File: src/rtl/servo_seq_sched_if.sv
// Keyframe RAM read port between the playback scheduler and the keyframe RAM.
//   mem_rd   : read request, held until mem_ack
//   mem_addr : read address, stable while mem_rd=1
//   mem_ack  : read data valid this cycle
//   mem_data : 64-bit keyframe, ch0 in [15:0] .. ch3 in [63:48]
interface servo_seq_sched_if #(
   parameter int unsigned ADDR_W = 8
);
   logic              mem_rd;
   logic [ADDR_W-1:0] mem_addr;
   logic              mem_ack;
   logic [63:0]       mem_data;

   // Scheduler side issues requests; RAM side answers them.
   modport master (output mem_rd, output mem_addr, input  mem_ack, input  mem_data);
   modport slave  (input  mem_rd, input  mem_addr, output mem_ack, output mem_data);
endinterface

File: src/rtl/servo_seq_sched.sv
// Playback scheduler for the 4-channel servo pose datapath. Fetches keyframes
// from the keyframe RAM, presents each one on a servo frame boundary and holds
// it for hold_frames frames; supports one-shot/looped sequences and stop.
//   clk, rst_n          : clock, synchronous active-low reset
//   start, stop         : sequence control (stop has priority)
//   loop_en             : wrap to base_addr after last_addr
//   base_addr/last_addr : keyframe address range (may wrap through 0)
//   hold_frames         : frames per keyframe (0 behaves as 1)
//   mem                 : keyframe RAM read port (master)
//   pose, pose_load     : pulse widths to the timers and their reload strobe
//   busy, done, underrun: status
module servo_seq_sched #(
   parameter int unsigned ADDR_W      = 8,
   parameter int unsigned TICK_DIV    = 2048,
   parameter int unsigned FRAME_TICKS = 488,
   parameter int unsigned HOLD_W      = 8
) (
   input  logic                clk,
   input  logic                rst_n,
   input  logic                start,
   input  logic                stop,
   input  logic                loop_en,
   input  logic [ADDR_W-1:0]   base_addr,
   input  logic [ADDR_W-1:0]   last_addr,
   input  logic [HOLD_W-1:0]   hold_frames,
   servo_seq_sched_if.master   mem,
   output logic [63:0]         pose,
   output logic                pose_load,
   output logic                busy,
   output logic                done,
   output logic                underrun
);
   localparam int unsigned POSE_W  = 64;
   localparam int unsigned TICK_W  = (TICK_DIV > 1) ? $clog2(TICK_DIV) : 1;
   localparam int unsigned FRAME_W = (FRAME_TICKS > 1) ? $clog2(FRAME_TICKS) : 1;

   typedef enum logic [2:0] {ST_IDLE, ST_FETCH, ST_HOLD, ST_TAIL, ST_DONE} state_e;

   state_e              state_q, state_d;
   logic [TICK_W-1:0]   tick_cnt_q, tick_cnt_d;
   logic [FRAME_W-1:0]  frame_cnt_q, frame_cnt_d;
   logic [ADDR_W-1:0]   ptr_q, ptr_d, base_q, base_d, last_q, last_d;
   logic                loop_q, loop_d;
   logic [HOLD_W-1:0]   hold_q, hold_d, hold_cnt_q, hold_cnt_d;
   logic [POSE_W-1:0]   pending_q, pending_d, pose_q, pose_d;
   logic                pending_v_q, pending_v_d, pending_last_q, pending_last_d;
   logic                pose_load_q, pose_load_d, mem_rd_q, mem_rd_d;
   logic [ADDR_W-1:0]   mem_addr_q, mem_addr_d;
   logic                busy_q, busy_d, done_q, done_d, underrun_q, underrun_d;
   logic                tick, frame_strobe, start_acc;
   logic [HOLD_W-1:0]   hold_reload;
   logic [ADDR_W-1:0]   ptr_next;

   // Next-state, datapath and timebase
   always_comb begin
      state_d        = state_q;
      ptr_d          = ptr_q;
      base_d         = base_q;
      last_d         = last_q;
      loop_d         = loop_q;
      hold_d         = hold_q;
      hold_cnt_d     = hold_cnt_q;
      pending_d      = pending_q;
      pending_v_d    = pending_v_q;
      pending_last_d = pending_last_q;
      pose_d         = pose_q;
      pose_load_d    = 1'b0;
      done_d         = 1'b0;
      underrun_d     = underrun_q;
      mem_addr_d     = mem_addr_q;
      tick_cnt_d     = '0;
      frame_cnt_d    = '0;

      tick         = busy_q && (tick_cnt_q == TICK_W'(TICK_DIV - 1));
      frame_strobe = tick && (frame_cnt_q == FRAME_W'(FRAME_TICKS - 1));
      start_acc    = start && !stop && ((state_q == ST_IDLE) || (state_q == ST_DONE));
      hold_reload  = (hold_q == '0) ? '0 : hold_q - HOLD_W'(1);
      // Address walk wraps modulo 2^ADDR_W, so base > last runs through 0
      ptr_next     = (ptr_q == last_q) ? base_q : ptr_q + ADDR_W'(1);

      if (stop) begin
         state_d = ST_IDLE;
      end else if (start_acc) begin
         base_d      = base_addr;
         last_d      = last_addr;
         loop_d      = loop_en;
         hold_d      = hold_frames;
         ptr_d       = base_addr;
         hold_cnt_d  = '0;
         pending_v_d = 1'b0;
         underrun_d  = 1'b0;
         state_d     = ST_FETCH;
      end else begin
         unique case (state_q)
            ST_FETCH: begin
               if (mem.mem_ack) begin
                  pending_d      = mem.mem_data;
                  pending_v_d    = 1'b1;
                  pending_last_d = (ptr_q == last_q);
                  ptr_d          = ptr_next;
                  state_d        = ST_HOLD;
               end
               // A strobe coinciding with the ack still sees no keyframe ready
               if (frame_strobe) begin
                  if (hold_cnt_q != '0) hold_cnt_d = hold_cnt_q - HOLD_W'(1);
                  else                  underrun_d = 1'b1;
               end
            end
            ST_HOLD: begin
               if (frame_strobe) begin
                  if (hold_cnt_q != '0) begin
                     hold_cnt_d = hold_cnt_q - HOLD_W'(1);
                  end else begin
                     pose_d      = pending_q;
                     pose_load_d = 1'b1;
                     hold_cnt_d  = hold_reload;
                     pending_v_d = 1'b0;
                     state_d     = (pending_last_q && !loop_q) ? ST_TAIL : ST_FETCH;
                  end
               end
            end
            ST_TAIL: begin
               if (frame_strobe) begin
                  if (hold_cnt_q != '0) begin
                     hold_cnt_d = hold_cnt_q - HOLD_W'(1);
                  end else begin
                     state_d = ST_DONE;
                     done_d  = 1'b1;
                  end
               end
            end
            default: ;
         endcase
      end

      busy_d   = (state_d == ST_FETCH) || (state_d == ST_HOLD) || (state_d == ST_TAIL);
      mem_rd_d = (state_d == ST_FETCH);
      if (mem_rd_d) mem_addr_d = ptr_d;

      // Timebase runs only across busy-to-busy cycles, so start and stop clear it
      if (busy_q && busy_d) begin
         tick_cnt_d  = tick ? '0 : tick_cnt_q + TICK_W'(1);
         frame_cnt_d = frame_cnt_q;
         if (tick) begin
            frame_cnt_d = (frame_cnt_q == FRAME_W'(FRAME_TICKS - 1)) ? '0
                                                                     : frame_cnt_q + FRAME_W'(1);
         end
      end
   end

   // State and output registers
   always_ff @(posedge clk) begin
      if (!rst_n) begin
         state_q        <= ST_IDLE;
         tick_cnt_q     <= '0;
         frame_cnt_q    <= '0;
         ptr_q          <= '0;
         base_q         <= '0;
         last_q         <= '0;
         loop_q         <= 1'b0;
         hold_q         <= '0;
         hold_cnt_q     <= '0;
         pending_q      <= '0;
         pending_v_q    <= 1'b0;
         pending_last_q <= 1'b0;
         pose_q         <= '0;
         pose_load_q    <= 1'b0;
         mem_rd_q       <= 1'b0;
         mem_addr_q     <= '0;
         busy_q         <= 1'b0;
         done_q         <= 1'b0;
         underrun_q     <= 1'b0;
      end else begin
         state_q        <= state_d;
         tick_cnt_q     <= tick_cnt_d;
         frame_cnt_q    <= frame_cnt_d;
         ptr_q          <= ptr_d;
         base_q         <= base_d;
         last_q         <= last_d;
         loop_q         <= loop_d;
         hold_q         <= hold_d;
         hold_cnt_q     <= hold_cnt_d;
         pending_q      <= pending_d;
         pending_v_q    <= pending_v_d;
         pending_last_q <= pending_last_d;
         pose_q         <= pose_d;
         pose_load_q    <= pose_load_d;
         mem_rd_q       <= mem_rd_d;
         mem_addr_q     <= mem_addr_d;
         busy_q         <= busy_d;
         done_q         <= done_d;
         underrun_q     <= underrun_d;
      end
   end

   assign mem.mem_rd   = mem_rd_q;
   assign mem.mem_addr = mem_addr_q;
   assign pose         = pose_q;
   assign pose_load    = pose_load_q;
   assign busy         = busy_q;
   assign done         = done_q;
   assign underrun     = underrun_q;
endmodule

File: src/flat_wrapper.sv
// flat-port wrapper written by rule: the top's interface ports become plain ports
module servo_seq_sched_flat 
#(
   parameter int unsigned ADDR_W      = 8,
   parameter int unsigned TICK_DIV    = 2048,
   parameter int unsigned FRAME_TICKS = 488,
   parameter int unsigned HOLD_W      = 8
)
  (clk, rst_n, start, stop, loop_en, base_addr, last_addr, hold_frames, pose, pose_load, busy, done, underrun, mem_mem_rd, mem_mem_addr, mem_mem_ack, mem_mem_data);
  servo_seq_sched_if #(.ADDR_W(ADDR_W)) mem_i ();
  input  logic clk;
  input  logic rst_n;
  input  logic start;
  input  logic stop;
  input  logic loop_en;
  input  logic [ADDR_W-1:0] base_addr;
  input  logic [ADDR_W-1:0] last_addr;
  input  logic [HOLD_W-1:0] hold_frames;
  output logic [63:0] pose;
  output logic pose_load;
  output logic busy;
  output logic done;
  output logic underrun;
  output wire logic [$bits(mem_i.mem_rd)-1:0] mem_mem_rd;
  output wire logic [$bits(mem_i.mem_addr)-1:0] mem_mem_addr;
  input wire logic [$bits(mem_i.mem_ack)-1:0] mem_mem_ack;
  input wire logic [$bits(mem_i.mem_data)-1:0] mem_mem_data;
  assign mem_mem_rd = mem_i.mem_rd;
  assign mem_mem_addr = mem_i.mem_addr;
  assign mem_i.mem_ack = mem_mem_ack;
  assign mem_i.mem_data = mem_mem_data;
  servo_seq_sched #(.ADDR_W(ADDR_W), .TICK_DIV(TICK_DIV), .FRAME_TICKS(FRAME_TICKS), .HOLD_W(HOLD_W)) u_core (.clk(clk), .rst_n(rst_n), .start(start), .stop(stop), .loop_en(loop_en), .base_addr(base_addr), .last_addr(last_addr), .hold_frames(hold_frames), .mem(mem_i), .pose(pose), .pose_load(pose_load), .busy(busy), .done(done), .underrun(underrun));
endmodule
File: config.mk
export PLATFORM = sky130hd
export DESIGN_NAME = servo_seq_sched_flat
export DESIGN_NICKNAME = d
export VERILOG_FILES = /design/src/rtl/servo_seq_sched_if.sv /design/src/rtl/servo_seq_sched.sv /design/src/flat_wrapper.sv
export SDC_FILE = /design/constraint.sdc
export NUM_CORES = 1
export LEC_CHECK = 0
export CAP_MARGIN = 0
export CORE_UTILIZATION = 45
export CTS_CLUSTER_DIAMETER = 80
export DETAILED_ROUTE_END_ITERATION = 12
export DONT_BUFFER_PORTS = 1
export HOLD_SLACK_MARGIN = 0.06
export SLEW_MARGIN = 40
export SYNTH_ARGS = -nofsm -noshare
export SYNTH_HDL_FRONTEND = slang
export SYNTH_SLANG_ARGS = --single-unit
export TNS_END_PERCENT = 20
File: constraint.sdc
create_clock -name clk -period 2.7 [get_ports clk]
set_input_delay 0.54 -clock clk [delete_from_list [all_inputs] [get_ports clk]]
set_output_delay 0.54 -clock clk [all_outputs]
set_load 0.01 [all_outputs]
Figure 1. Met1 routing (run 1).
The bar under the picture is 50 microns long.
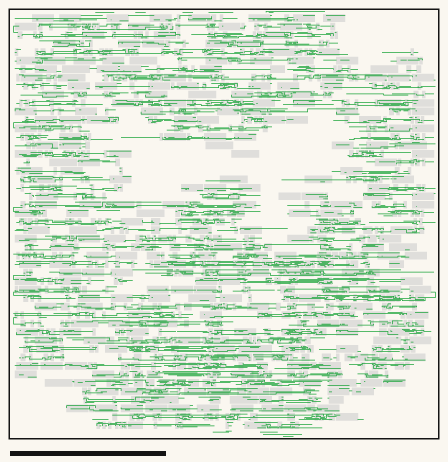
nets with wire on the layer: 1029
main direction: horizontal
longest straight run: 38.2 microns
wire length on this layer: 9000 microns
DRT Wirelength: 19400 microns
met1 global-route usage: 27.2%
via count: 6638

Figure 2. Signal wires on met2 (run 1).
The bar under the picture is 50 microns long.
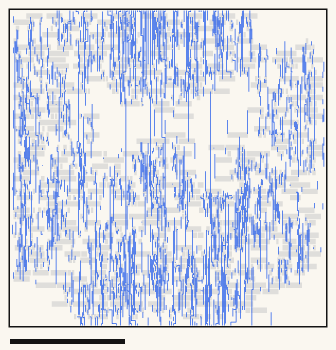
nets with wire on the layer: 852
wire length on this layer: 8530 microns
longest straight run: 67.0 microns
main direction: vertical
met2 Track Usage GR: 31.9%

==> Slide: Implementation Results, run 1 <==
Implementation Results

Outcome
  – Status: completed

Layout
  – Design area: 9190 sq um
  – Layout cells sized above 1: 7.92%
  – Sequential cell area: 4120 sq um
  – Fillers: 1774
  – Area Overhead vs Synth: 11.7%
  – N_diodes: 0
  – Nets: 1109
  – Comb area: 3760 sq um

Floorplan
  – Core Area: 18000 sq um
  – Die Ht: 137 microns
  – Ports: 171
  – Die area: 18800 sq um
  – Placement Rows: 49
  – Die W: 137 microns
  – Pre-Place Util: 45.8%

CTS
  – Clk pin slew, worst setup/hold paths: 0.06 ns
  – Late-Pin Clk Latency: 0.51 ns
  – CTS sink count: 206
  – Clock root cell: clkbuf_16
  – Max clock buf depth: 3
  – CTS Buf Count: 23
  – CTS HTree Levels: 1
  – Post-CTS setup buffers: 0
  – CTS tree: done

Placed design
  – Post-DP HPWL: 12800 microns
  – Port Buffers: 0
  – GP Congestion: 0.804
  – Placed cell areas: 8470 sq um
  – Pre-CTS WS: 0.0901 ns

Yosys
  – Synth Seq Share: 50.1%
  – Post-synth top area cell: dfxtp_1
  – Syn Nets: 1127
  – Synth top cell by count: nand2_1
  – Yosys cell types: 63
  – Synth cell count leaders: nand2_1 (338), dfxtp_1 (206), a21oi_1 (175)
  – Ys async rst share: 0%
  – Top cell area share: 50.1%
  – EDFF count, synth: 0
  – Mean post-synth cell area: 8.02 sq um
  – Cell area leaders: dfxtp_1 (50%), nand2_1 (15%), a21oi_1 (11%)
  – Post-synth regs: 206
  – YS chip area: 8230 sq um
  – Yosys stat cell total: 1027
  – Post-synth top flop: dfxtp_1
  – Syn Inst Count: 1027
  – Ys Warns: 0
  – Synth Cell Area: 8230 sq um

Critical path
  – Crit. End Element: flop
  – WP buf/inv: 0
  – Worst Path Required: 3.12 ns
  – Startpoint types: flop
  – WP data arrival: 2.89 ns
  – Max incr delay on CP: 0.40 ns
  – Worst path top cell family by delay: simple AND/OR/NAND/NOR gates
  – CP cell instances: ha_1 -> nand4_2 -> nor3_2 -> and3_1 -> mux2i_1 -> o2111ai_2 -> nor3_1
  – Crit path kind: flop to flop
  – R2R Setup Slk: 0.23 ns
  – Crit path max-delay cell type: mux2i_1
  – Crit path max fanout: 12

Flow run
  – Max-cap violations: 0
  – Tool Warnings: 27

Detailed routing
  – WL/cell: 15.5 microns
  – DRC: 0
  – Starting DRC count in detailed routing: 385
  – DR pass1 iterations: 5
  – Detail Route Antenna Nets: 0
  – Via density: 5.30

Global routing
  – Initial antenna violation count: 0
  – First-pass GRT wire length: 31000 microns
  – Vias in the first global route: 6067
  – Largest net degree at the start of global routing: 84
  – Tot GR Track Use: 20.2%
  – Total gr overflow: 0

Final timing
  – Slew Limit Headroom: 59.0%
  – Final setup violation count: 0
  – Final slew viol count: 0
  – Crit path time final: 2.47 ns
  – Final Cycle Share: 91.6%
  – F_max: 0.404 GHz
  – Post-Route Setup TNS: 0 ns
  – Worst-Margin Slew: 0.608 ns
  – Worst Skew: 0.0131 ns
  – Worst Slack Setup Final: 0.226 ns
  – Final hold vios: 0
  – RSZ-0062 raised after global routing: no

Worst hold path
  – HP Class: input pin to flop

Pwr
  – Worst VDD drop: 0.000552 V
  – Pwr Density: 700 nW/um^2
  – Lkg Pwr: 3.25 nW
Figure 3. M3 wires (run 1).
The bar under the picture is 50 microns long.
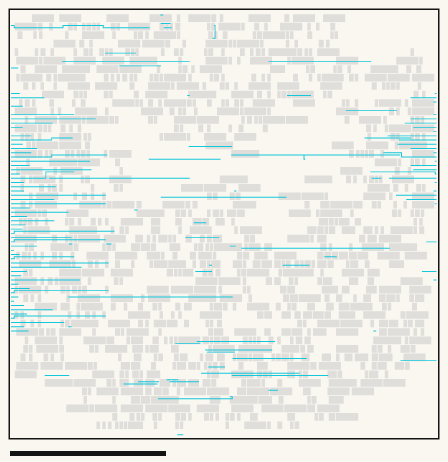
nets with wire on the layer: 114
longest straight run: 53.8 microns
share of all routed wire: 8.4%
wire length on this layer: 1630 microns
main direction: horizontal

-- run 1: registers in the layout (all words and copies together), names as in the netlist --
| name | cells |
|---|---|
| u_core.last_q | 8 |
| u_core.pending_q | 64 |
| u_core.loop_q | 1 |
| u_core.underrun | 1 |
| u_core.state_q | 3 |
| u_core.pose | 64 |
| u_core.mem.mem_rd | 1 |
| u_core.done | 1 |
| u_core.mem.mem_addr | 8 |
| u_core.hold_q | 8 |
| u_core.pose_load | 1 |
| u_core.tick_cnt_q | 11 |
| u_core.frame_cnt_q | 9 |
| u_core.base_q | 8 |
| u_core.pending_last_q | 1 |
| u_core.ptr_q | 8 |
| u_core.hold_cnt_q | 8 |
| u_core.busy | 1 |
-- run 1: power breakdown --
group	internal, mW	switching, mW
Clock	1.77	1.21
Sequential	3.09	0.0448
Combinational	0.127	0.200
-- run 1: stage by stage --
| step | power (mW) | hold WS (ns) | util, % | std cells |
|---|---|---|---|---|
| 2_1_floorplan | 3.45 | 0.434 | - | 1027 |
| 3_3_place_gp | 3.52 | 0.442 | 47.1 | 1213 |
| 3_5_place_dp | 3.53 | 0.446 | 47.1 | 1213 |
| 4_1_cts | 6.53 | 0.138 | 51.2 | 1252 |
| 5_1_grt | 6.69 | 0.142 | 51.2 | 1252 |
| 6_report | 6.44 | 0.158 | 51.2 | 1252 |
-- run 1: routing by layer --
metal | up-vias | global-route usage, % | share of wire [%]
li1 | 3381 | - | -
met1 | 3059 | 27.2 | 46
met2 | 171 | 31.9 | 44
met3 | 27 | 5.96 | 8.4
met4 | 0 | 4.09 | 1.5
met5 | - | 0 | 0
-- run 1: layout by cell type, fill, tap and decap left out, drive strengths merged, types with 3 or more instances in the layout --
master,n
and3,6
nor3,13
dfxtp,206
mux2i,10
ha,6
inv,22
nand3,20
nor2b,3
clkbuf,30
buf,21
a21o,6
nand2,339
xor2,22
xnor2,12
nor4,5
clkinv,5
a21oi,175
nor2,41
a31o,3
o2111ai,3
nand4,7
o21ai,10
a211oi,3
and2,9
o22ai,8
a31oi,3
-- run 1: path summary, 6_finish.rpt --
path / startpoint / endpoint / cells past startpoint
worst min-delay path: rst_n / u_core.ptr_q[0] / 1
worst min register to register: u_core.pending_q[10] / u_core.pose[10] / 2
worst max-delay path: u_core.tick_cnt_q[0] / u_core.tick_cnt_q[3] / 7
worst max register to register: u_core.tick_cnt_q[0] / u_core.tick_cnt_q[3] / 7
-- run 1: layout make-up --
class	count	area share (%)
inverters	20	0.844
clock inverters	9	0.871
multi-input cells	737	40.9
repair buffers	21	2.40
well taps	229	3.12
clock buffers	30	6.98
flip-flops and latches	206	44.9
-- run 1: logic make-up after synthesis --
kind of cell	synth area share [%]
AOI/OAI and AO/OA	16.0
xor gates and xnor gates	3.62
adders and majority gates	0.912
buffers and inverters	4.42
DFF	50.1
muxes	1.35
and+or+nand+nor	23.6
-- run 1: repair_timing --
action | 4_1_cts | 5_1_grt
resized | 0 | 1
hold buffers | 0 | 0
endpoints found under the setup margin | 0 | 7
hold endpoints to repair | 0 | 0
==> run 2, diff against run 1 <==
HOLD_SLACK_MARGIN = 0.02   (was 0.06)
MAX_ROUTING_LAYER = met4   (was default)
Figure 4. Met1 routing (run 2).
The bar under the picture is 50 microns long.
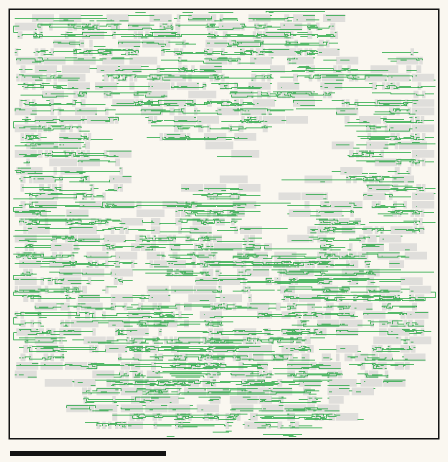
nets with wire on the layer: 1029
main direction: horizontal
longest straight run: 37.3 microns
wire length on this layer: 9020 microns
share of all routed wire: 47%
via count: 6648
met1 global-route usage: 27.8%
DRT Wirelength: 19400 microns

Figure 5. Met4 routing (run 2).
The bar under the picture is 50 microns long.
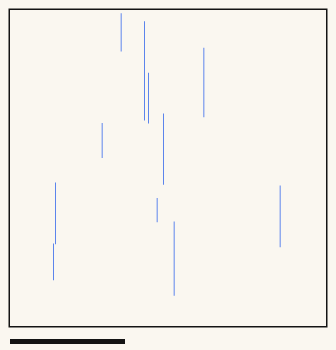
longest straight run: 42.8 microns
main direction: vertical
share of all routed wire: 1.4%
nets with wire on the layer: 5
wire length on this layer: 267 microns

==> run 2 against run 1 <==
Register-to-register slack about the same. Critical path depth unchanged. Global-route usage increased by 0.60 points. Sequential power about the same. Synthesized cell count unchanged. Worst hold slack improved by 0.0025 ns. Wire length decreased by 0.33%. Largest power group unchanged.
==> Slide: Implementation Results, run 2 <==
Implementation Results

Outcome
  – Status: completed

Yosys
  – Syn Nets: 1127 (unchanged)
  – Synth Seq Share: 50.1% (unchanged)
  – Syn Inst Count: 1027 (unchanged)
  – Synth Cell Area: 8230 sq um (unchanged)
  – Post-synth top area cell: dfxtp_1
  – Yosys cell types: 63 (unchanged)
  – Post-synth top flop: dfxtp_1
  – Cell area leaders: dfxtp_1 (50%), nand2_1 (15%), a21oi_1 (11%)
  – Yosys stat cell total: 1027 (unchanged)
  – Mean post-synth cell area: 8.02 sq um (unchanged)
  – EDFF count, synth: 0 (unchanged)
  – Post-synth regs: 206 (unchanged)
  – YS chip area: 8230 sq um (unchanged)
  – Ys async rst share: 0% (unchanged)
  – Synth top cell by count: nand2_1
  – Synth cell count leaders: nand2_1 (338), dfxtp_1 (206), a21oi_1 (175)
  – Ys Warns: 0 (unchanged)
  – Top cell area share: 50.1% (unchanged)

Critical path
  – R2R Setup Slk: 0.22 ns (about the same)
  – Worst Path Required: 3.12 ns (about the same)
  – Worst path top cell family by delay: simple AND/OR/NAND/NOR gates
  – CP cell instances: ha_1 -> nand4_2 -> nor3_2 -> and3_1 -> mux2i_1 -> o2111ai_2 -> nor3_1
  – Crit path max fanout: 12 (unchanged)
  – Startpoint types: flop
  – Max incr delay on CP: 0.40 ns (about the same)
  – Crit. End Element: flop
  – WP buf/inv: 0 (unchanged)
  – WP data arrival: 2.89 ns (about the same)
  – Crit path kind: flop to flop
  – Crit path max-delay cell type: mux2i_1

Layout
  – Design area: 9190 sq um (unchanged)
  – Area Overhead vs Synth: 11.7% (unchanged)
  – Most frequent logic cell in the layout: nand2_1
  – Fillers: 1774 (unchanged)
  – N_diodes: 0 (unchanged)
  – Layout cells sized above 1: 7.92% (unchanged)
  – Nets: 1109 (unchanged)
  – Top Layout Cells: nand2_1 (336), dfxtp_1 (206), a21oi_1 (175)

Pwr
  – Pwr Density: 700 nW/um^2 (about the same)
  – Worst VDD drop: 0.000548 V (-0.67%)
  – Lkg Pwr: 3.25 nW (unchanged)

Floorplan
  – Pre-Place Util: 45.8% (unchanged)
  – Placement Rows: 49 (unchanged)
  – Die W: 137 microns (unchanged)
  – Core Area: 18000 sq um (unchanged)
  – Ports: 171 (unchanged)
  – Die area: 18800 sq um (unchanged)
  – Die Ht: 137 microns (unchanged)

CTS
  – CTS HTree Levels: 1 (unchanged)
  – Max clock buf depth: 3 (unchanged)
  – CTS tree: done
  – Clk pin slew, worst setup/hold paths: 0.06 ns (about the same)
  – Late-Pin Clk Latency: 0.50 ns (about the same)
  – Post-CTS sizing: 0 (unchanged)
  – Clock root cell: clkbuf_16
  – Post-CTS setup buffers: 0 (unchanged)
  – CTS Buf Count: 23 (unchanged)
  – CTS sink count: 206 (unchanged)
  – # hold bufs at CTS: 0 (unchanged)

Final timing
  – RSZ-0062 raised after global routing: no
  – Final setup violation count: 0 (unchanged)
  – Final slew viol count: 0 (unchanged)
  – Worst-Margin Slew: 0.605 ns (-0.00326 ns)
  – Post-Route Setup TNS: 0 ns (unchanged)
  – Final hold vios: 0 (unchanged)
  – Slew Limit Headroom: 59.4% (+0.39 points)
  – Crit path time final: 2.48 ns (+0.00266 ns)
  – F_max: 0.404 GHz (-0.11%)
  – Final Cycle Share: 91.7% (+0.098 points)
  – Worst Skew: 0.0126 ns (-0.000512 ns)

Global routing
  – Largest net degree at the start of global routing: 84 (unchanged)
  – First-pass GRT wire length: 30900 microns (-0.18%)
  – Initial antenna violation count: 0 (unchanged)
  – Total gr overflow: 0 (unchanged)
  – Tot GR Track Use: 20.8% (+0.60 points)
  – Vias in the first global route: 6086 (+0.31%)

Detailed routing
  – Detail Route Antenna Nets: 0 (unchanged)
  – WL/cell: 15.5 microns (-0.33%)
  – DR pass1 iterations: 4 (-1)
  – DRC: 0 (unchanged)
  – Via density: 5.31 (+0.15%)
  – Starting DRC count in detailed routing: 362 (-6.0%)

Placed design
  – Post-DP HPWL: 12800 microns (unchanged)
  – Port Buffers: 0 (unchanged)
  – Placed cell areas: 8470 sq um (unchanged)
  – GP Congestion: 0.816 (+1.5%)

Worst hold path
  – HP Class: input pin to flop

Flow run
  – Max-cap violations: 0 (unchanged)
  – Tool Warnings: 27 (unchanged)
[run 2: cell counts in the layout (fill, tap and decap cells not counted)]
Identical to the previous run, type by type.
[run 2: worst paths after layout]
| path | endpoint | cells past startpoint | start |
|---|---|---|---|
| setup / recovery | u_core.tick_cnt_q[3] | 7 | u_core.tick_cnt_q[0] |
| hold / removal | u_core.ptr_q[0] | 1 | rst_n |
| setup reg to reg | u_core.tick_cnt_q[3] | 7 | u_core.tick_cnt_q[0] |
| hold reg to reg | u_core.pending_q[49] | 2 | u_core.pending_q[49] |
[run 2: logic make-up after synthesis]
| kind of cell | count (synthesis) | synth area share [%] |
|---|---|---|
| adders and majority gates | 6 | 0.912 |
| AOI/OAI and AO/OA | 227 | 16.0 |
| muxes | 11 | 1.35 |
| DFF | 206 | 50.1 |
| buffers and inverters | 84 | 4.42 |
| and+or+nand+nor | 459 | 23.6 |
| xor gates and xnor gates | 34 | 3.62 |
[run 2: power breakdown]
part / switching (mW) / internal, mW / total [mW] / leakage (nW)
logic: 0.201 / 0.127 / 0.328 / 1.23
clock network: 1.21 / 1.77 / 2.97 / 0.359
registers: 0.0447 / 3.09 / 3.13 / 1.66
total: 1.45 / 4.98 / 6.43 / 3.25
[run 2: area by class of cell]
cell class | count | area [sq um] | share of cell area [%]
Multi-Input combinational cell | 737 | 3760 | 40.9
Inverter | 20 | 77.6 | 0.844
Timing Repair Buffer | 21 | 220 | 2.40
Clock inverter | 9 | 80.1 | 0.871
Tap cell | 229 | 287 | 3.12
Sequential cell | 206 | 4120 | 44.9
Clock buffer | 30 | 642 | 6.98
[run 2: per-stage QoR]
step / hold WS, ns / setup WS (ns) / util (%) / std cells / power, mW
4_1_cts: 0.138 / 0.0600 / 51.2 / 1252 / 6.53
2_1_floorplan: 0.434 / 0.424 / - / 1027 / 3.45
5_1_grt: 0.142 / 0.00561 / 51.2 / 1252 / 6.69
3_5_place_dp: 0.446 / 0.0901 / 47.1 / 1213 / 3.53
3_3_place_gp: 0.442 / 0.179 / 47.1 / 1213 / 3.52
6_report: 0.160 / 0.224 / 51.2 / 1252 / 6.43
[run 2: per-layer routing]
metal	routed length, microns	vias up	global-route usage [%]
met5	0	-	-
met3	1450	26	5.22
met4	267	0	4.09
met2	8640	162	31.8
met1	9020	3075	27.8
li1	-	3385	-
==> run 3, diff against run 2 <==
--- a/config.mk
+++ b/config.mk
@@ -12,5 +12,4 @@
 export DONT_BUFFER_PORTS = 1
 export HOLD_SLACK_MARGIN = 0.02
-export MAX_ROUTING_LAYER = met4
 export SLEW_MARGIN = 40
 export SYNTH_ARGS = -nofsm -noshare
==> constraint.sdc (replaced) <==
create_clock -name clk -period 2.7 [get_ports clk]
set_input_delay 0.27 -clock clk [delete_from_list [all_inputs] [get_ports clk]]
set_output_delay 0.27 -clock clk [all_outputs]
set_load 0.01 [all_outputs]
Figure 6. Met1 routing (run 3).
The bar under the picture is 50 microns long.
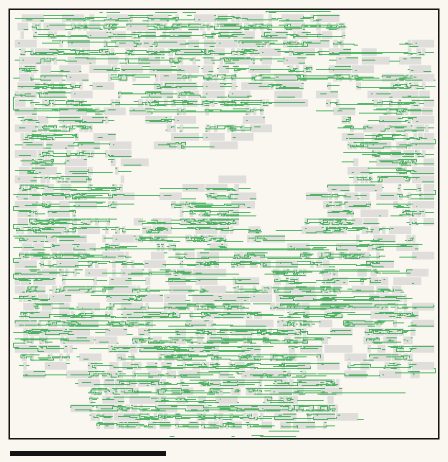
nets with wire on the layer: 1117
longest straight run: 65.8 microns
main direction: horizontal
DRT Wirelength: 20800 microns
via count: 7060
met1 global-route usage: 29.0%

Figure 7. M3 wires (run 3).
The bar under the picture is 50 microns long.
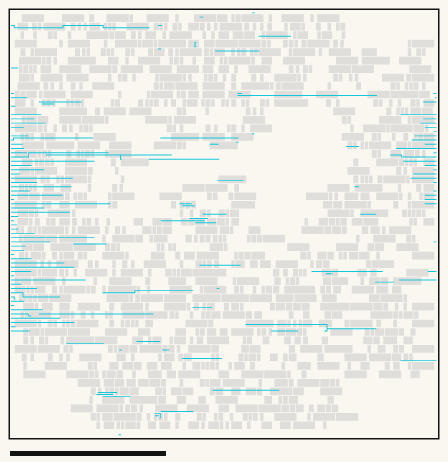
nets with wire on the layer: 111
share of all routed wire: 5.9%
main direction: horizontal
longest straight run: 44.4 microns
wire length on this layer: 1220 microns
met3 GRT Util: 4.60%

==> run 3 against run 2 <==
Sequential power about the same. Non-clock buffer count rose by 87. Sequential share of layout area is 4.1 points lower. Synthesized area stayed put. Count of clock-buffer cells in the layout increased by 3. Via count up 6.2%. Register-to-register slack improved by 0.04 ns. Wire length rose by 7.4%. Synthesized cell count stayed put. Total power rose by 3.5%. Global-route usage grew 1.0 points. Utilization rose by 5.1 points. Critical endpoint is now u_core.mem.mem_addr[0]. Largest cell class unchanged.
==> Slide: Implementation Results, run 3 <==
Implementation Results

Outcome
  – Status: completed

Critical path
  – Crit. End Element: flop
  – CP cell instances: ha_1 -> nand4_2 -> or3_4 -> o41ai_4 -> nand2_2 -> and2_4 -> a31o_1
  – Crit path max fanout: 13 (+1)
  – Crit path max-delay cell type: or3_4
  – Startpoint types: flop
  – Worst path top cell family by delay: simple AND/OR/NAND/NOR gates
  – WP buf/inv: 0 (unchanged)
  – WP data arrival: 2.83 ns (-0.06 ns)
  – Worst Path Required: 3.10 ns (-0.02 ns)
  – Max incr delay on CP: 0.46 ns (+0.06 ns)
  – Crit path kind: flop to flop

Global routing
  – Tot GR Track Use: 21.8% (+1.0 points)
  – First-pass GRT wire length: 33500 microns (+8.5%)
  – GRT Max-Usage Layer: met2
  – Largest net degree at the start of global routing: 65 (-23%)
  – Vias in the first global route: 6767 (+11%)
  – Total gr overflow: 0 (unchanged)
  – Met2 Track Usage GR: 36.1% (+4.3 points)
  – Initial antenna violation count: 0 (unchanged)

Floorplan
  – Die area: 18800 sq um (unchanged)
  – Ports: 171 (unchanged)
  – Die W: 137 microns (unchanged)
  – Core Area: 18000 sq um (unchanged)
  – Pre-Place Util: 45.8% (unchanged)
  – Die Ht: 137 microns (unchanged)
  – Placement Rows: 49 (unchanged)

Yosys
  – Top cell area share: 50.1% (unchanged)
  – Synth top cell by count: nand2_1
  – Syn Nets: 1127 (unchanged)
  – Cell area leaders: dfxtp_1 (50%), nand2_1 (15%), a21oi_1 (11%)
  – Synth Seq Share: 50.1% (unchanged)
  – EDFF count, synth: 0 (unchanged)
  – Syn Inst Count: 1027 (unchanged)
  – Ys async rst share: 0% (unchanged)
  – Yosys stat cell total: 1027 (unchanged)
  – Synth cell count leaders: nand2_1 (338), dfxtp_1 (206), a21oi_1 (175)
  – Synth Cell Area: 8230 sq um (unchanged)
  – Post-synth top area cell: dfxtp_1
  – Post-synth top flop: dfxtp_1
  – YS chip area: 8230 sq um (unchanged)
  – Ys Warns: 0 (unchanged)
  – Post-synth regs: 206 (unchanged)
  – Yosys cell types: 63 (unchanged)
  – Mean post-synth cell area: 8.02 sq um (unchanged)

CTS
  – Clock root cell: clkbuf_16
  – Late-Pin Clk Latency: 0.50 ns (about the same)
  – Clk pin slew, worst setup/hold paths: 0.06 ns (about the same)
  – CTS Buf Count: 23 (unchanged)
  – Post-CTS setup buffers: 0 (unchanged)
  – Max clock buf depth: 3 (unchanged)
  – CTS HTree Levels: 1 (unchanged)
  – CTS tree: done
  – CTS sink count: 206 (unchanged)

Placed design
  – Port Buffers: 0 (unchanged)
  – Post-DP HPWL: 12800 microns (+0.44%)
  – GP Congestion: 0.790 (-3.2%)
  – Pre-CTS WS: 0.0477 ns (-0.0424 ns)

Final timing
  – Final setup violation count: 0 (unchanged)
  – Final slew viol count: 0 (unchanged)
  – RSZ-0062 raised after global routing: no
  – Crit path time final: 2.44 ns (-0.0401 ns)
  – Post-Route Setup TNS: 0 ns (unchanged)
  – Worst Skew: 0.00801 ns (-0.00458 ns)
  – F_max: 0.410 GHz (+1.6%)
  – Final hold vios: 0 (unchanged)
  – Worst hold margin: 0.0335 ns (-0.127 ns)
  – Slew Limit Headroom: 49.5% (-10 points)
  – Worst Slack Setup Final: 0.264 ns (+0.0401 ns)
  – Final Cycle Share: 90.2% (-1.5 points)
  – Worst-Margin Slew: 0.755 ns (+0.151 ns)

Detailed routing
  – Via density: 5.26 (-0.92%)
  – DR pass1 iterations: 5 (+1)
  – Starting DRC count in detailed routing: 356 (-1.7%)
  – Detail Route Antenna Nets: 0 (unchanged)
  – WL/cell: 15.5 microns (+0.17%)
  – DRC: 0 (unchanged)

Pwr
  – Pwr Density: 658 nW/um^2 (-5.9%)
  – Sw frac: 22.6% (about the same)
  – Lkg Pwr: 3.62 nW (+11%)
  – Clk pwr share: 46.2% (about the same)
  – Overall power: 6.66 mW (+3.5%)
  – Flop pwr share: 47.1% (-1.6 points)
  – Sw Pwr: 1.50 mW (+3.4%)
  – Comb pwr share: 6.7% (+1.6 points)
  – Cell-internal power: 5.15 mW (+3.5%)
  – Worst VDD drop: 0.000483 V (-12%)

Layout
  – Top Layout Cells: nand2_1 (336), dfxtp_1 (206), a21oi_1 (175)
  – N_diodes: 0 (unchanged)
  – Layout cells sized above 1: 7.01% (-0.91 points)
  – Area Overhead vs Synth: 22.8%
  – Nets: 1196 (+7.8%)
  – Most frequent logic cell in the layout: nand2_1

Flow run
  – Tool Warnings: 27 (unchanged)
  – Max-cap violations: 0 (unchanged)

Worst hold path
  – HP Class: input pin to flop
-- run 3: cell counts after synthesis --
No cell type changed its count.
-- run 3: metal layers --
metal  routed length, microns  part of all wire, %  up-vias
li1                         -                    -     3562
met1                     9580                   46     3297
met2                     9700                   47      177
met3                     1220                  5.9       24
met4                      298                  1.4        0
met5                        0                    0        -
-- run 3: cell families after synthesis --
group	count (synthesis)	synth area share (%)
mux	11	1.35
compound gates	227	16.0
flops	206	50.1
buf+inv	84	4.42
xor+xnor	34	3.62
simple gates	459	23.6
fa+ha+maj	6	0.912
-- run 3: final cells by class --
| cell class | count | area [sq um] |
|---|---|---|
| clock inverters | 9 | 104 |
| inverters | 20 | 77.6 |
| fillers | 1672 | 7850 |
| multi-input cells | 737 | 3780 |
| flip-flops and latches | 206 | 4120 |
| well taps | 229 | 287 |
| repair buffers | 108 | 1100 |
| clock buffers | 33 | 643 |
-- run 3: what timing repair did --
action,in CTS,in global routing
setup endpoints to repair,0,22
resized,0,3
hold buffers,90,0
endpoints found under the hold margin,114,0
-- run 3: worst reg2reg max path, cell delays in order (launching register included) --
cell and delay (ns):
dfxtp_1 0.37, ha_1 0.24, nand4_2 0.19, or3_4 0.46, o41ai_4 0.32, nand2_2 0.25, and2_4 0.28, a31o_1 0.20
-- run 3: worst paths after layout --
kind                                            from                      to  slack, ns  depth (start not counted)
worst min-delay path                           rst_n    u_core.tick_cnt_q[8]       0.03                          2
worst max-delay path            u_core.tick_cnt_q[0]  u_core.mem.mem_addr[0]       0.26                          7
worst min register to register  u_core.pending_q[38]         u_core.pose[38]       0.45                          2
worst max register to register  u_core.tick_cnt_q[0]  u_core.mem.mem_addr[0]       0.26                          7
-- run 3: per-stage QoR --
step	cells	instance area, sq um	util [%]
finish	1342	10100	56.3
global route	1342	10100	56.3
global placement	1210	8440	47.0
floorplan	1027	8230	-
detailed placement	1210	8440	47.0
CTS	1342	10100	56.2
-- run 3: power groups by stage --
stage | logic, mW | clock network, mW | registers [mW]
CTS | 0.442 | 3.15 | 3.13
floorplan | 0.261 | 0 | 3.19
global route | 0.490 | 3.27 | 3.14
detailed placement | 0.328 | 0 | 3.20
global placement | 0.323 | 0 | 3.20
finish | 0.447 | 3.08 | 3.14
No activity file was given, so power comes from the tool's default toggle rates.
